Design homography_arbiter, sky130hd; sources not shown.
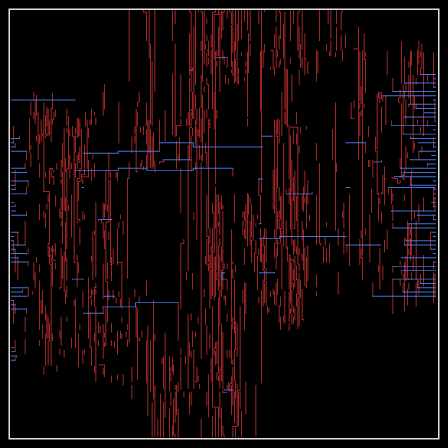
metal_stack.png
Two of the layers only.
color	layer	wire length
blue	met3	692 um
red	met2	6350 um
Total Routed Length: 12700 um
vias: 3920

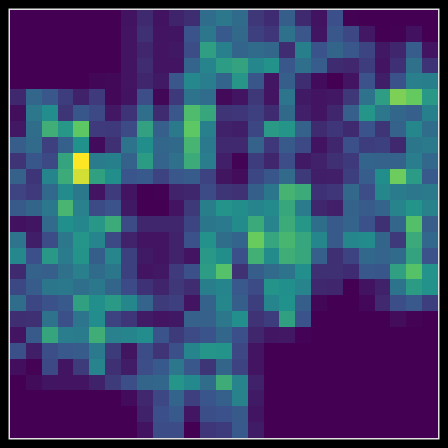
wire_density.png
The die is cut into 27 by 27 equal tiles; dark purple is low, yellow is high, scaled to the fullest tile. Values are wire area over tile area, all layers added.
emptiest ninth of the die	bottom right
nearly empty tiles	22%
mean over tiles	0.11
tiles over half the peak	10%
fullest tile	0.48
all-layer global routing usage: 13.5%
average detailed-routed wire length per instance: 15.0 um

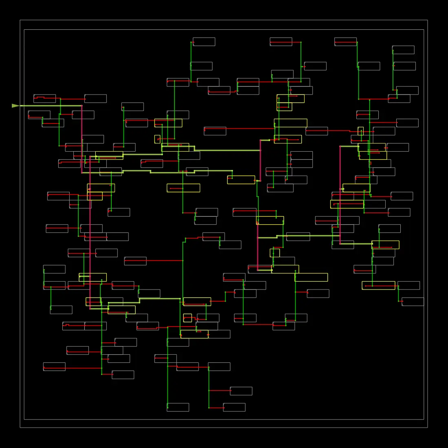
final_clocks.png
number of buffers created by CTS: 17
sinks on the clock net: 117
Clock Latency Late Sink: 0.41 ns

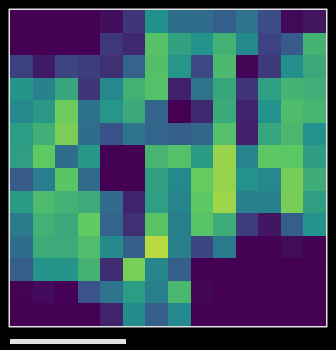
density.png
Scale bar: 50 um. The die is cut into 14 by 14 equal tiles; dark purple is low, yellow is high, 0 to 100% covered.
tiles over 75% full	6.1%
densest ninth of the die	right middle
nearly empty tiles	21%
fullest tile	89%
Final Util: 40.5%
starting density of the core: 25.9%

==> run summary <==
Notes on the physical implementation.

- The worst register-to-register path has a setup slack of 0.38 ns.
- The number of cell instances on the worst register-to-register path is 8, for reference.
- The number of iterations in the first detailed-routing pass is 4, for reference.
- The placeable core area is 0.0175 mm^2, for reference.
- The overall overflow remaining after global route is 0, for reference.
- The design draws 6.57 mW.
- The number of violations of the max-capacitance limit is 0, for reference.
- Once synthesis finished, the tally of register bits stood at 117.
- The worst clock skew is 0.00743 ns, for reference.
- The die span in y is 136 um, for reference.
- The post-synthesis net count is 545, for reference.
- The number of cells on the worst hold path is 3, for reference.
- For reference, full adder, half adder and majority cells occupy 0.277% of the area reported after synthesis.
- Summing the areas of all compound-gate instances in the mapped netlist gives 14.0% of the synthesized area.
- Before any placement, the netlist area is recorded as 0.00452 mm^2.
- Per the post-CTS timing run, clock transition at the registers of the reported paths is 0.05 ns.
- Max-slew check failures listed in the final report amount to 0.
- Per the OpenROAD power report, leakage power amounts to 2.80 nW.
- After detailed routing, the number of vias per cell comes to 4.61.
- The placement report lists the number of port buffers as 142.
- The synthesized design devotes to its leading area cell type 51.8% of total area.
- The run finished with clean final reports.
- The proportion of synthesized flip-flops having asynchronous set or reset is 0%, for reference.
- The first-pass GRT wire length is 19000 um, for reference.
- Across all hold checks on the routed design, the worst slack comes to 0.353 ns.
- The worst setup path is captured at a register.
- The overall die size recorded for this design is 0.0186 mm^2.
- The via count of the first global-routing pass is 3869, for reference.
- In the layout the commonest cells are 140 x sky130_fd_sc_hd__clkdlybuf4s50_1, 112 x sky130_fd_sc_hd__dfxtp_1, 97 x sky130_fd_sc_hd__nand2_1, 58 x sky130_fd_sc_hd__mux2i_1, 31 x sky130_fd_sc_hd__nor2_1.
- The number of antenna violations at the first check in global routing is 0, for reference.
- Per the log, the first TritonRoute iteration ended with a DRC count of 101.
- The synthesized instance count is 463, for reference.
- After synthesis, the chip area reported by Yosys is 0.00452 mm^2.
- The total I/O pin count is 143, for reference.
- In the Yosys report, the sequential cells make up 51.8% of the chip area.
- Entering global routing, the biggest net connects 65 pins.
- The count of different cell masters after synthesis is 43, for reference.
- The worst-margin pin slew is 0.591 ns, for reference.
- The most frequent logic cell in the layout is sky130_fd_sc_hd__clkdlybuf4s50_1, for reference.
- The synthesized design spends more area on one cell type than any other, namely sky130_fd_sc_hd__dfxtp_1.
- Setup repair after global routing could not meet its margin everywhere.
- The total of endpoints with negative setup slack in the final report is 0, for reference.
- The worst ir drop on vdd is 0.655 mV, for reference.
- The simple logic cell fraction of the synthesized area is 15.7%, for reference.
- The share of the synthesized netlist area taken by xor and xnor gates is 0.387%, for reference.
- The H-tree was split into 4 levels.
- Warnings raised by the tools during the run amount to 28.
- The worst endpoint required time is 2.43 ns, for reference.
- The tightest min-delay check is of the in2reg type.
- The final net count is 698, for reference.
- The script parses the final routing iteration and logs DRC violations as 0.
- The synthesized design contains 0 enable-type register cells.
- The filler cell count is 1675, for reference.
- The maximum fanout along the worst path is 10, for reference.
- The relative slew slack is 60.6%, for reference.
- The post-synthesis average cell area is 9.77 um^2, for reference.
- The synth_stat.txt file lists the number of cells as 463.
- Looking at the setup timing report, the critical path kind is reg2reg.
- TritonCTS built the clock tree.
- The global placer's final weighted congestion is 0.732, for reference.
- The maximum frequency from static timing analysis is 0.580 GHz, for reference.
- The main area contributors are sky130_fd_sc_hd__dfxtp_1 52%, sky130_fd_sc_hd__mux2i_1 13%, sky130_fd_sc_hd__nand2_1 8.1%.
- The final antenna diode tally reported by the flow is 0.
- In the synthesized netlist the dominant register cell turns out to be sky130_fd_sc_hd__dfxtp_1.
- The synthesis report lists the Yosys warning total as 0.
- The number of hold buffers added after CTS was 0.
- Clock tree synthesis selected as its root buffer the cell sky130_fd_sc_hd__clkbuf_16.
- The startpoint type of the worst setup path is a register, for reference.
- The wire-length estimate of the detail-placed layout is 8320 um.
- The final tally of hold violations is 0, for reference.
- The post-synthesis to final-layout area growth is 56.4%, for reference.
- The portion of the clock cycle consumed by the worst path in the final layout is 82.1%, for reference.
- STA puts the critical path data arrival time at 2.06 ns.
- The combinational family with the most area after synthesis is simple AND/OR/NAND/NOR gates, for reference.
- The register with the most flip-flops in the layout has 40 of them.
- The tally of nets with antenna violations remaining after routing is 0, for reference.
- The fraction of layout cells with a size suffix above 1 is 13.1%, for reference.
- The power density over cell area is 929 mW/mm^2, for reference.
- Per the OpenROAD floorplan log, the width of the die is 136 um.
- Measured against the total synthesized area, the mux share comes to 13.5%.
- The minimum clock period after layout is 1.72 ns, for reference.
- According to the floorplan log, the row count is 48.
- Looking at the clock tree report, the maximum root-to-sink buffer count equals 2.
[per-layer routing]
| metal | up-vias | track usage [%] | share of wire (%) |
|---|---|---|---|
| met5 | - | 0 | 0 |
| met4 | 0 | 5.62 | 1.3 |
| met3 | 18 | 4.00 | 5.4 |
| met2 | 119 | 23.0 | 50 |
| met1 | 1853 | 15.6 | 43 |
| li1 | 1930 | - | - |
[power by group]
group / leakage (nW) / internal (mW) / switching (mW) / total [mW]
registers: 0.961 / 2.36 / 0.0862 / 2.45
logic: 1.52 / 0.461 / 0.493 / 0.954
clock network: 0.314 / 2.18 / 0.989 / 3.16
total: 2.80 / 5.00 / 1.57 / 6.57
[synth_stat cells (3+ instances only)]
master,n
sky130_fd_sc_hd__dfxtp_1,117
sky130_fd_sc_hd__nand2_1,98
sky130_fd_sc_hd__mux2i_1,60
sky130_fd_sc_hd__nor2_1,35
sky130_fd_sc_hd__a22o_1,28
sky130_fd_sc_hd__clkbuf_1,22
sky130_fd_sc_hd__a211oi_1,20
sky130_fd_sc_hd__o21ai_0,10
sky130_fd_sc_hd__nand4_1,9
sky130_fd_sc_hd__o21a_1,6
sky130_fd_sc_hd__a21oi_1,5
sky130_fd_sc_hd__buf_2,5
sky130_fd_sc_hd__buf_6,5
sky130_fd_sc_hd__inv_1,3
sky130_fd_sc_hd__nand3_1,3
[repair_timing]
item                       in CTS  in global routing
cloned                          1                  3
setup buffers                   4                  4
pin swaps                       2                  4
setup endpoints to repair     138                160
resized                         6                 16
[cells by family (layout without fill, tap and decap cells)]
logic type / Yosys count / in the layout
AND-OR/OR-AND: 83 / 83
AND/OR/NAND/NOR: 161 / 162
adder cells (fa/ha/maj): 1 / 1
XOR/XNOR: 2 / 2
flip-flops: 117 / 117
buffers and inverters: 38 / 200
multiplexers: 61 / 61
[through the flow]
stage | cells | worst slack (ns) | area (um^2) | setup TNS, ns | util (%)
after floorplan | 463 | 0.504 | 4550 | 0 | -
after global placement | 810 | 0.0954 | 6220 | 0 | 35.6
after detailed placement | 810 | -0.0116 | 6220 | -0.0736 | 35.6
after CTS | 844 | 0.404 | 6940 | 0 | 39.7
after global routing | 851 | 0.290 | 7070 | 0 | 40.5
final | 851 | 0.375 | 7070 | 0 | 40.5
[layout make-up]
class                           count  area [um^2]  share of cell area [%]
Clock inverter                      9          176                    2.49
Clock buffer                       20          467                    6.60
Timing Repair Buffer              168         1700                    24.0
Tap cell                          225          282                    3.98
Sequential cell                   117         2350                    33.3
Inverter                            3         11.3                   0.159
Multi-Input combinational cell    309         2090                    29.5
[worst max-delay path, stage by stage (launching register included)]
cell and delay, ns:
sky130_fd_sc_hd__dfxtp_4 0.35, sky130_fd_sc_hd__ha_4 0.14, sky130_fd_sc_hd__nand4_4 0.15, sky130_fd_sc_hd__buf_12 0.18, sky130_fd_sc_hd__o31ai_4 0.25, sky130_fd_sc_hd__buf_6 0.16, sky130_fd_sc_hd__buf_6 0.15, sky130_fd_sc_hd__nand2_2 0.09
sky130_fd_sc_hd__o22ai_2 0.17
Power figures rest on the tool's default switching activity, not on a simulated workload.
